`src/rtl/axis_input_controller.sv`:
```
// AXI4-Stream slave that receives one frame of CODE_LENGTH LLRs and writes
// them sequentially into the decoder input BRAM, then pulses input_done.
// Optional build macro: INPUT_TLAST_CHECK_EN (sticky tlast-mismatch flag).
module axis_input_controller #(
    parameter int unsigned CODE_LENGTH   = 1024,
    parameter int unsigned ADDR_WIDTH    = 10,
    parameter int unsigned DATA_WIDTH    = 8,
    parameter int unsigned STATE_WIDTH   = 10,
    parameter logic [STATE_WIDTH-1:0] INPUT_STATE = STATE_WIDTH'(1),
    parameter int unsigned COUNTER_WIDTH = 11
) (
    input  logic                   clk,
    input  logic                   reset,
    input  logic [STATE_WIDTH-1:0] state,
    input  logic [DATA_WIDTH-1:0]  saxis_tdata,
    input  logic                   saxis_tvalid,
    input  logic                   saxis_tlast,
    output logic                   saxis_tready,
    output logic [ADDR_WIDTH-1:0]  addr_to_input_bram,
    output logic [DATA_WIDTH-1:0]  data_to_input_bram,
    output logic                   we_to_input_bram,
    output logic                   input_done,
    output logic                   frame_error
);

    localparam logic [COUNTER_WIDTH-1:0] LAST_BEAT = COUNTER_WIDTH'(CODE_LENGTH - 1);

    typedef enum logic [1:0] {
        S_IDLE,
        S_RECV,
        S_DONE,
        S_WAIT
    } fsm_t;

    fsm_t                     fsm, fsm_next;
    logic [COUNTER_WIDTH-1:0] counter, counter_next;
    logic [ADDR_WIDTH-1:0]    addr_next;
    logic [DATA_WIDTH-1:0]    data_next;
    logic                     we_next;
    logic                     done_next;
    logic                     in_state_c;
    logic                     beat_c;
    logic                     last_c;

    assign in_state_c   = (state == INPUT_STATE);
    assign saxis_tready = (fsm == S_RECV) && in_state_c;
    assign beat_c       = saxis_tvalid && saxis_tready;
    assign last_c       = (counter == LAST_BEAT);

    // Next-state, beat counter and BRAM write-port decode
    always_comb begin
        fsm_next     = fsm;
        counter_next = counter;
        addr_next    = addr_to_input_bram;
        data_next    = data_to_input_bram;
        we_next      = 1'b0;
        done_next    = 1'b0;
        unique case (fsm)
            S_IDLE: begin
                if (in_state_c) begin
                    fsm_next     = S_RECV;
                    counter_next = '0;
                end
            end
            S_RECV: begin
                if (!in_state_c) begin
                    fsm_next     = S_IDLE;
                    counter_next = '0;
                end else if (beat_c) begin
                    counter_next = counter + COUNTER_WIDTH'(1);
                    we_next      = 1'b1;
                    addr_next    = counter[ADDR_WIDTH-1:0];
                    data_next    = saxis_tdata;
                    if (last_c) begin
                        fsm_next = S_DONE;
                    end
                end
            end
            S_DONE: begin
                done_next = 1'b1;
                fsm_next  = S_WAIT;
            end
            S_WAIT: begin
                if (!in_state_c) begin
                    fsm_next = S_IDLE;
                end
            end
            default: fsm_next = S_IDLE;
        endcase
    end

    // State, counter and registered BRAM/handshake outputs
    always_ff @(posedge clk or posedge reset) begin
        if (reset) begin
            fsm                <= S_IDLE;
            counter            <= '0;
            addr_to_input_bram <= '0;
            data_to_input_bram <= '0;
            we_to_input_bram   <= 1'b0;
            input_done         <= 1'b0;
        end else begin
            fsm                <= fsm_next;
            counter            <= counter_next;
            addr_to_input_bram <= addr_next;
            data_to_input_bram <= data_next;
            we_to_input_bram   <= we_next;
            input_done         <= done_next;
        end
    end

`ifdef INPUT_TLAST_CHECK_EN
    logic ferr_next;

    // Sticky flag: tlast must appear on exactly the final beat of the frame
    always_comb begin
        ferr_next = frame_error;
        if (fsm == S_IDLE && in_state_c) begin
            ferr_next = 1'b0;
        end else if (beat_c && (saxis_tlast != last_c)) begin
            ferr_next = 1'b1;
        end
    end

    // Frame error register
    always_ff @(posedge clk or posedge reset) begin
        if (reset) begin
            frame_error <= 1'b0;
        end else begin
            frame_error <= ferr_next;
        end
    end
`else
    logic unused_tlast;

    assign unused_tlast = saxis_tlast;
    assign frame_error  = 1'b0;
`endif

endmodule

```
`config.mk`:
```
export PLATFORM = sky130hd
export DESIGN_NAME = axis_input_controller
export DESIGN_NICKNAME = d
export VERILOG_FILES = /design/src/rtl/axis_input_controller.sv
export SDC_FILE = /design/constraint.sdc
export NUM_CORES = 1
export LEC_CHECK = 0
export CELL_PAD_IN_SITES_DETAIL_PLACEMENT = 1
export CELL_PAD_IN_SITES_GLOBAL_PLACEMENT = 1
export CORE_MARGIN = 3
export CORE_UTILIZATION = 37
export DETAILED_ROUTE_END_ITERATION = 10
export PLACE_DENSITY_LB_ADDON = 0.1
export REMOVE_ABC_BUFFERS = 1
export SLEW_MARGIN = 20
export SYNTH_ARGS = -nofsm -noshare
export SYNTH_HDL_FRONTEND = slang
export SYNTH_SLANG_ARGS = --single-unit
```
`constraint.sdc`:
```
create_clock -name clk -period 2.1 [get_ports clk]
set_input_delay 0.42 -clock clk [delete_from_list [all_inputs] [get_ports clk]]
set_output_delay 0.42 -clock clk [all_outputs]
set_load 0.005 [all_outputs]
```
==> impl_results.html, run 1 <==
<h3>Run summary</h3>
<table>
<tr><th>Metric</th><th>Value</th></tr>
<tr><th colspan="2">GRT</th></tr>
<tr><td>Largest net degree at the start of global routing</td><td>20</td></tr>
<tr><td>Antenna violations before repair</td><td>0</td></tr>
<tr><td>Vias in the first global route</td><td>1429</td></tr>
<tr><th colspan="2">Floorplanning</th></tr>
<tr><td>Cell Rows</td><td>23</td></tr>
<tr><td>Initial standard-cell utilization of the core</td><td>39.16%</td></tr>
<tr><th colspan="2">Synth</th></tr>
<tr><td>Share of Yosys cell area claimed by the top area cell type</td><td>51.60%</td></tr>
<tr><td>Cell with the most instances after synthesis</td><td>sky130_fd_sc_hd__dfrtp_1</td></tr>
<tr><td>Mux area share</td><td>19.16%</td></tr>
<tr><td>Area fraction in compound gates after synthesis</td><td>6.959%</td></tr>
<tr><td>Number of cells in the yosys synthesis report</td><td>142</td></tr>
<tr><td>Distinct cell type count of the synthesized netlist</td><td>31</td></tr>
<tr><td>Dominant combinational family</td><td>multiplexers</td></tr>
<tr><td>Library cell with the largest summed area after synthesis</td><td>sky130_fd_sc_hd__dfrtp_1</td></tr>
<tr><td>Commonest cells post-synth</td><td>sky130_fd_sc_hd__dfrtp_1 (33), sky130_fd_sc_hd__nand2_1 (18), sky130_fd_sc_hd__nor2_1 (14)</td></tr>
<tr><td>Seq cells post-synth</td><td>33</td></tr>
<tr><th colspan="2">Final layout</th></tr>
<tr><td>Non-clock buffer total of the final layout</td><td>61</td></tr>
<tr><td>Clock buffer cells</td><td>5</td></tr>
<tr><td>Portion of the layout cell area used by clock cells</td><td>5.655%</td></tr>
<tr><td>Multi-In Gates</td><td>98</td></tr>
<tr><td>Multi-input gate share of total cell area</td><td>31.61%</td></tr>
<tr><td>Ratio of cells with drive above 1 in the final layout</td><td>26.11%</td></tr>
<tr><td>Number of sequential storage elements</td><td>33</td></tr>
<tr><td>Antenna diode instance count</td><td>0</td></tr>
<tr><td>Layout Cells excl Fill</td><td>253</td></tr>
<tr><th colspan="2">Worst setup path</th></tr>
<tr><td>Crit path max fanout</td><td>2</td></tr>
<tr><td>Crit. End Element</td><td>output port</td></tr>
<tr><td>Critical Path RT</td><td>1.68 ns</td></tr>
<tr><th colspan="2">Clock network</th></tr>
<tr><td>Deepest level of the CTS H-tree</td><td>2</td></tr>
<tr><td>Total number of clock tree sinks</td><td>33</td></tr>
<tr><td>Hold buffers post-CTS</td><td>0</td></tr>
<tr><th colspan="2">Final timing</th></tr>
<tr><td>Tmin final</td><td>1.963 ns</td></tr>
<tr><td>Worst setup skew after layout</td><td>0.008190 ns</td></tr>
<tr><td>Final cycle utilization of the critical path</td><td>93.50%</td></tr>
<tr><td>Max Clk Rate</td><td>509.3 MHz</td></tr>
<tr><td>Tightest hold margin</td><td>0.4707 ns</td></tr>
<tr><th colspan="2">Drt</th></tr>
<tr><td>First-pass iteration count of the detailed router</td><td>4</td></tr>
<tr><td>M1 WL</td><td>1675 um</td></tr>
<tr><td>Top layer used by detailed routing</td><td>met4</td></tr>
<tr><td>Number of nets still failing antenna checks after routing</td><td>0</td></tr>
<tr><td>Number of violations reported at the end of detailed-routing iteration 0</td><td>57</td></tr>
<tr><td>DRC violations left</td><td>0</td></tr>
<tr><th colspan="2">Pwr</th></tr>
<tr><td>Clock Power Share</td><td>49.5%</td></tr>
<tr><td>Power share of the combinational group</td><td>5.6%</td></tr>
<tr><td>Peak ir drop on the vdd network</td><td>0.0002738 V</td></tr>
<tr><td>Flop+latch power</td><td>635 uW</td></tr>
<tr><th colspan="2">Job</th></tr>
<tr><td>Count of warning messages emitted by the tools</td><td>26</td></tr>
<tr><th colspan="2">Worst hold path</th></tr>
<tr><td>Type of the tightest min-delay check</td><td>in2async</td></tr>
<tr><th colspan="2">Run status</th></tr>
<tr><td>Outcome</td><td>completed</td></tr>
</table>
run 1: flip-flops by register name (all words and copies together), names as in the netlist, named ones only:
signal	cells
fsm	1
data_to_input_bram	8
input_done	1
counter	11
we_to_input_bram	1
addr_to_input_bram	10
run 1: stage by stage:
| step | setup slack, ns | area [um^2] |
|---|---|---|
| final | 0.1366 | 2367 |
| after CTS | 0.001533 | 2315 |
| after floorplan | 0.3282 | 1550 |
| after global placement | -0.3676 | 2118 |
| after detailed placement | -0.3872 | 2118 |
| after global routing | 0.06793 | 2367 |
run 1: critical path, stage by stage:
cell and delay (ns):
sky130_fd_sc_hd__clkdlybuf4s50_1 0.44, sky130_fd_sc_hd__nor4b_4 0.34, sky130_fd_sc_hd__nand3_2 0.12, sky130_fd_sc_hd__nor2_1 0.12, sky130_fd_sc_hd__buf_2 0.11
### Signal wires by layer, run 1

Two of the layers only.
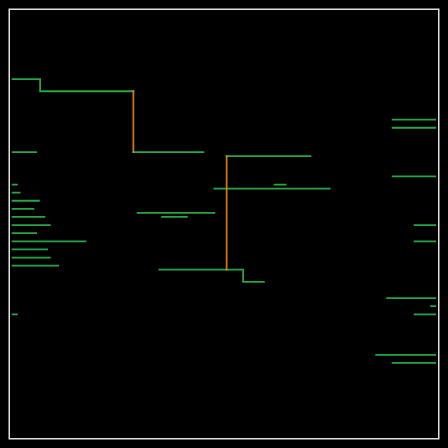
[orange] M4 | wire length: 29.2 um
[green] M3 | wire length: 225 um
final routed wire length divided by cell count: 16.34 um
final wirelength: 4134 um

### I/O pins on the die edge, run 1

Pins as bars across the die edge, other pins in gray.
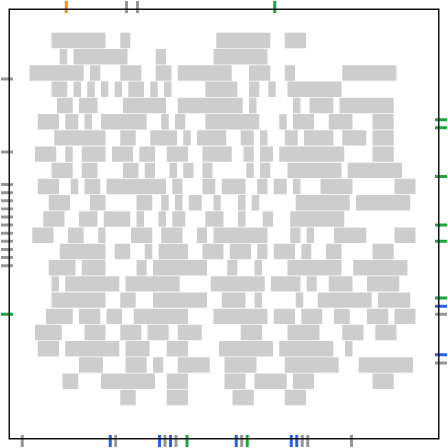
[green] addr_to_input_bram | pins: 10 | direction: output | edge: 6 right, 2 bottom, 1 top, 1 left
[blue] saxis_tdata | pins: 8 | direction: input | edge: 6 bottom, 2 right
[orange] frame_error | pins: 1 | direction: output | edge: top
all pins by edge: 16 bottom, 14 left, 10 right, 4 top
horizontal extent of the die: 71.77 um
height of the chip: 71.77 um
Port Buf Inserts: 41

### Congestion heat map, run 1

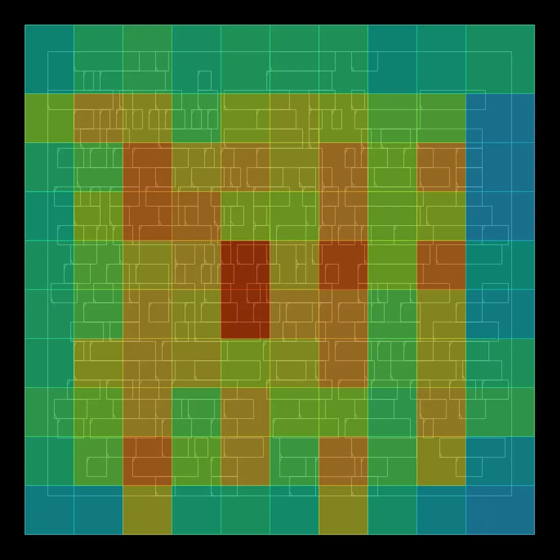
final design utilization: 57.93%
met2 capacity usage during global routing: 29.90%
met1 track demand over resource in global routing: 20.14%
most heavily used metal layer in global routing: met2
met3 Usage GRT: 4.909%

==> inputs of run 2 (changes only) <==
--- a/config.mk
+++ b/config.mk
@@ -10,6 +10,7 @@
 export CORE_MARGIN = 3
 export CORE_UTILIZATION = 37
 export DETAILED_ROUTE_END_ITERATION = 10
+export HOLD_SLACK_MARGIN = 0.08
 export PLACE_DENSITY_LB_ADDON = 0.1
 export REMOVE_ABC_BUFFERS = 1
 export SLEW_MARGIN = 20
### Placement by cell class, run 2

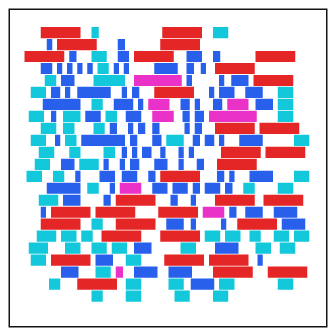
[red] registers | cells: 33
[cyan] remaining buffers and delay cells | cells: 61
[blue] remaining logic cells | cells: 101
[magenta] clock drivers and dummy loads | cells: 8
Post-Layout Inst Area: 2367 um^2
Cell Rows: 23
proportion of cell area occupied by registers: 34.88%
core area: 4086 um^2

==> impl_results.html, run 2 <==
<h3>Run summary</h3>
<table>
<tr><th>Metric</th><th>Value</th></tr>
<tr><th colspan="2">Drt</th></tr>
<tr><td>Number of nets still failing antenna checks after routing</td><td>0</td></tr>
<tr><td>Final routed wire length divided by cell count</td><td>16.34 um</td></tr>
<tr><td>DRC violations left</td><td>0</td></tr>
<tr><td>Number of violations reported at the end of detailed-routing iteration 0</td><td>57</td></tr>
<tr><td>First-pass iteration count of the detailed router</td><td>4</td></tr>
<tr><td>Top layer used by detailed routing</td><td>met4</td></tr>
<tr><td>M1 WL</td><td>1675 um</td></tr>
<tr><td>Total length of routed met3 wires</td><td>224 um</td></tr>
<tr><th colspan="2">Placement</th></tr>
<tr><td>Worst slack after detailed placement</td><td>-0.3872 ns</td></tr>
<tr><td>Port Buf Inserts</td><td>41</td></tr>
<tr><td>DP Area</td><td>2118 um^2</td></tr>
<tr><th colspan="2">Synth</th></tr>
<tr><td>Commonest cells post-synth</td><td>sky130_fd_sc_hd__dfrtp_1 (33), sky130_fd_sc_hd__nand2_1 (18), sky130_fd_sc_hd__nor2_1 (14)</td></tr>
<tr><td>Share of Yosys cell area claimed by the top area cell type</td><td>51.60%</td></tr>
<tr><td>Number of cells in the yosys synthesis report</td><td>142</td></tr>
<tr><td>Seq cells post-synth</td><td>33</td></tr>
<tr><td>Count of flip-flops with a built-in enable after synthesis</td><td>0</td></tr>
<tr><td>Distinct cell type count of the synthesized netlist</td><td>31</td></tr>
<tr><th colspan="2">Worst setup path</th></tr>
<tr><td>Crit. End Element</td><td>output port</td></tr>
<tr><td>Slowest CP cell</td><td>sky130_fd_sc_hd__clkdlybuf4s50_1</td></tr>
<tr><td>CP peak stage delay</td><td>0.44 ns</td></tr>
<tr><td>Worst path depth</td><td>5</td></tr>
<tr><td>CP cell instances</td><td>clkdlybuf4s50_1 &gt; nor4b_4 &gt; nand3_2 &gt; nor2_1 &gt; buf_2</td></tr>
<tr><td>End point of the critical path</td><td>saxis_tready</td></tr>
<tr><td>Critical Path RT</td><td>1.68 ns</td></tr>
<tr><td>Crit path max fanout</td><td>2</td></tr>
<tr><th colspan="2">Clock network</th></tr>
<tr><td>Total number of clock tree sinks</td><td>33</td></tr>
<tr><td>Hold buffers post-CTS</td><td>0</td></tr>
<tr><td>Deepest level of the CTS H-tree</td><td>2</td></tr>
<tr><td>Clk root buf</td><td>sky130_fd_sc_hd__clkbuf_8</td></tr>
<tr><th colspan="2">Pwr</th></tr>
<tr><td>Heaviest power group</td><td>clock</td></tr>
<tr><td>Flop+latch power</td><td>635 uW</td></tr>
<tr><td>Pwr/cell area</td><td>597.6 nW/um^2</td></tr>
<tr><td>Sequential fraction of design power</td><td>44.9%</td></tr>
<tr><td>Clock group total power</td><td>700 uW</td></tr>
<tr><td>Clock Power Share</td><td>49.5%</td></tr>
<tr><th colspan="2">Final layout</th></tr>
<tr><td>Largest reg by FF count</td><td>counter</td></tr>
<tr><td>Final design utilization</td><td>57.93%</td></tr>
<tr><td>Portion of the layout cell area used by clock cells</td><td>5.655%</td></tr>
<tr><td>Largest registers</td><td>counter: 11 flops, addr_to_input_bram: 10 flops, data_to_input_bram: 8 flops</td></tr>
<tr><td>Multi-input gate share of total cell area</td><td>31.61%</td></tr>
<tr><td>Clock buffer cells</td><td>5</td></tr>
<tr><td>Ratio of cells with drive above 1 in the final layout</td><td>26.11%</td></tr>
<tr><td>Antenna diode instance count</td><td>0</td></tr>
<tr><td>Flip-flop count of the largest register, all copies and words added</td><td>11</td></tr>
<tr><td>Non-clock buffer total of the final layout</td><td>61</td></tr>
<tr><td>Multi-In Gates</td><td>98</td></tr>
<tr><td>Layout Cells excl Fill</td><td>253</td></tr>
<tr><th colspan="2">Final timing</th></tr>
<tr><td>Max Clk Rate</td><td>509.3 MHz</td></tr>
<tr><td>Final WS setup</td><td>0.1366 ns</td></tr>
<tr><td>Tmin final</td><td>1.963 ns</td></tr>
<tr><td>Worst setup skew after layout</td><td>0.008190 ns</td></tr>
<tr><td>Final cycle utilization of the critical path</td><td>93.50%</td></tr>
<tr><td>Tightest hold margin</td><td>0.4707 ns</td></tr>
<tr><th colspan="2">Worst hold path</th></tr>
<tr><td>Type of the tightest min-delay check</td><td>in2async</td></tr>
<tr><th colspan="2">GRT</th></tr>
<tr><td>Most heavily used metal layer in global routing</td><td>met2</td></tr>
<tr><td>Met3 Usage GRT</td><td>4.909%</td></tr>
<tr><td>Vias in the first global route</td><td>1429</td></tr>
<tr><td>Met1 track demand over resource in global routing</td><td>20.14%</td></tr>
<tr><td>Largest net degree at the start of global routing</td><td>20</td></tr>
<tr><td>Antenna violations before repair</td><td>0</td></tr>
<tr><th colspan="2">Run status</th></tr>
<tr><td>Outcome</td><td>completed</td></tr>
<tr><th colspan="2">Floorplanning</th></tr>
<tr><td>Height of the chip</td><td>71.77 um</td></tr>
<tr><td>Initial standard-cell utilization of the core</td><td>39.16%</td></tr>
<tr><td>Horizontal extent of the die</td><td>71.77 um</td></tr>
<tr><th colspan="2">Job</th></tr>
<tr><td>Count of warning messages emitted by the tools</td><td>26</td></tr>
</table>
[run 2: kinds of logic (layout without fill, tap and decap cells)]
group / after synthesis / in the layout / share of synthesized area [%]
multiplexers: 25 / 25 / 19.16
AND/OR/NAND/NOR: 52 / 52 / 17.44
AND-OR/OR-AND: 19 / 19 / 6.959
other: 1 / 1 / 0.2343
flip-flops: 33 / 33 / 51.60
buffers and inverters: 11 / 72 / 3.831
adder cells (fa/ha/maj): 1 / 1 / 0.7817
[run 2: tightest hold or removal path: stages]
cell and delay (ns):
sky130_fd_sc_hd__clkdlybuf4s50_1 0.40, sky130_fd_sc_hd__inv_1 0.08, sky130_fd_sc_hd__buf_4 0.22
==> inputs of run 3 (changes only) <==
--- a/config.mk
+++ b/config.mk
@@ -5,6 +5,7 @@
 export SDC_FILE = /design/constraint.sdc
 export NUM_CORES = 1
 export LEC_CHECK = 0
+export ABC_CLOCK_PERIOD_IN_PS = 2100
 export CELL_PAD_IN_SITES_DETAIL_PLACEMENT = 1
 export CELL_PAD_IN_SITES_GLOBAL_PLACEMENT = 1
 export CORE_MARGIN = 3
### Signal wires by layer, run 3

Two of the layers only.
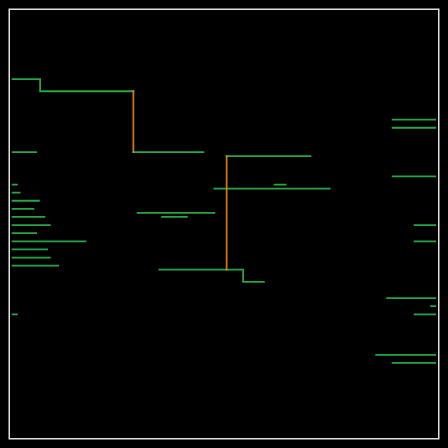
[green] M3 | wire length: 225 um
[orange] M4 | wire length: 29.2 um
total global routing track utilization: 16.92%
via count: 1333

==> impl_results.html, run 3 <==
<h3>Run summary</h3>
<table>
<tr><th>Metric</th><th>Value</th></tr>
<tr><th colspan="2">Drt</th></tr>
<tr><td>DRC violations left</td><td>0</td></tr>
<tr><td>Final wirelength</td><td>4134 um</td></tr>
<tr><th colspan="2">Synth</th></tr>
<tr><td>Xor and xnor fraction of the mapped netlist area</td><td>0%</td></tr>
<tr><td>Dominant combinational family</td><td>multiplexers</td></tr>
<tr><td>Distinct cell type count of the synthesized netlist</td><td>31</td></tr>
<tr><td>Library cell with the largest summed area after synthesis</td><td>sky130_fd_sc_hd__dfrtp_1</td></tr>
<tr><td>Commonest cells post-synth</td><td>sky130_fd_sc_hd__dfrtp_1 (33), sky130_fd_sc_hd__nand2_1 (18), sky130_fd_sc_hd__nor2_1 (14)</td></tr>
<tr><td>Mux area share</td><td>19.16%</td></tr>
<tr><td>Cell with the most instances after synthesis</td><td>sky130_fd_sc_hd__dfrtp_1</td></tr>
<tr><td>Simple-gate share of the synthesized area</td><td>17.44%</td></tr>
<tr><th colspan="2">Final layout</th></tr>
<tr><td>Non-clock buffer total of the final layout</td><td>61</td></tr>
<tr><td>Number of sequential storage elements</td><td>33</td></tr>
<tr><td>Final design utilization</td><td>57.93%</td></tr>
<tr><td>Post-Layout Inst Area</td><td>2367 um^2</td></tr>
<tr><td>Proportion of cell area occupied by registers</td><td>34.88%</td></tr>
<tr><td>Multi-input gate share of total cell area</td><td>31.61%</td></tr>
<tr><td>Largest registers</td><td>counter: 11 flops, addr_to_input_bram: 10 flops, data_to_input_bram: 8 flops</td></tr>
<tr><td>Clock buffer cells</td><td>5</td></tr>
<tr><td>Multi-In Gates</td><td>98</td></tr>
<tr><td>Ratio of cells with drive above 1 in the final layout</td><td>26.11%</td></tr>
<tr><td>Layout Cells excl Fill</td><td>253</td></tr>
<tr><th colspan="2">Clock network</th></tr>
<tr><td>Clk root buf</td><td>sky130_fd_sc_hd__clkbuf_8</td></tr>
<tr><td>Total number of clock tree sinks</td><td>33</td></tr>
<tr><td>Deepest level of the CTS H-tree</td><td>2</td></tr>
<tr><th colspan="2">Worst setup path</th></tr>
<tr><td>Crit path max fanout</td><td>2</td></tr>
<tr><td>Critical Path RT</td><td>1.68 ns</td></tr>
<tr><td>CP peak stage delay</td><td>0.44 ns</td></tr>
<tr><td>Worst path bufs/invs</td><td>2</td></tr>
<tr><td>Crit. End Element</td><td>output port</td></tr>
<tr><td>Slowest CP cell</td><td>sky130_fd_sc_hd__clkdlybuf4s50_1</td></tr>
<tr><td>Worst path depth</td><td>5</td></tr>
<tr><th colspan="2">GRT</th></tr>
<tr><td>Met2 capacity usage during global routing</td><td>29.90%</td></tr>
<tr><td>Antenna violations before repair</td><td>0</td></tr>
<tr><td>Most heavily used metal layer in global routing</td><td>met2</td></tr>
<tr><td>Vias in the first global route</td><td>1429</td></tr>
<tr><th colspan="2">Worst hold path</th></tr>
<tr><td>Type of the tightest min-delay check</td><td>in2async</td></tr>
<tr><th colspan="2">Pwr</th></tr>
<tr><td>Power share of the combinational group</td><td>5.6%</td></tr>
<tr><td>Clock Power Share</td><td>49.5%</td></tr>
<tr><td>Peak ir drop on the vdd network</td><td>0.0002738 V</td></tr>
<tr><td>Pwr/cell area</td><td>597.6 nW/um^2</td></tr>
<tr><th colspan="2">Final timing</th></tr>
<tr><td>Final cycle utilization of the critical path</td><td>93.50%</td></tr>
<tr><td>Max Clk Rate</td><td>509.3 MHz</td></tr>
<tr><td>Worst setup skew after layout</td><td>0.008190 ns</td></tr>
<tr><td>Final WS setup</td><td>0.1366 ns</td></tr>
<tr><th colspan="2">Floorplanning</th></tr>
<tr><td>Height of the chip</td><td>71.77 um</td></tr>
<tr><td>Core area</td><td>4086 um^2</td></tr>
<tr><td>Horizontal extent of the die</td><td>71.77 um</td></tr>
<tr><th colspan="2">Run status</th></tr>
<tr><td>Outcome</td><td>completed</td></tr>
<tr><th colspan="2">Placement</th></tr>
<tr><td>DP Area</td><td>2118 um^2</td></tr>
</table>
[run 3: routing by layer]
| layer | part of all wire (%) | wire (um) |
|---|---|---|
| met5 | 0 | 0 |
| met1 | 41 | 1675 |
| met4 | 0.70 | 29 |
| met3 | 5.4 | 224 |
| met2 | 53 | 2205 |
[run 3: worst min-delay path, stage by stage]
cell and delay (ns):
sky130_fd_sc_hd__clkdlybuf4s50_1 0.40, sky130_fd_sc_hd__inv_1 0.08, sky130_fd_sc_hd__buf_4 0.22
[run 3: power by group through the flow]
stage	clock [mW]	sequential [mW]	combinational [mW]
global route	0.749	0.635	0.0857
floorplan	0	0.648	0.0168
finish	0.700	0.635	0.0789
CTS	0.715	0.635	0.0768
global placement	0	0.648	0.0686
detailed placement	0	0.648	0.0709
Power and IR drop assume default switching activity.
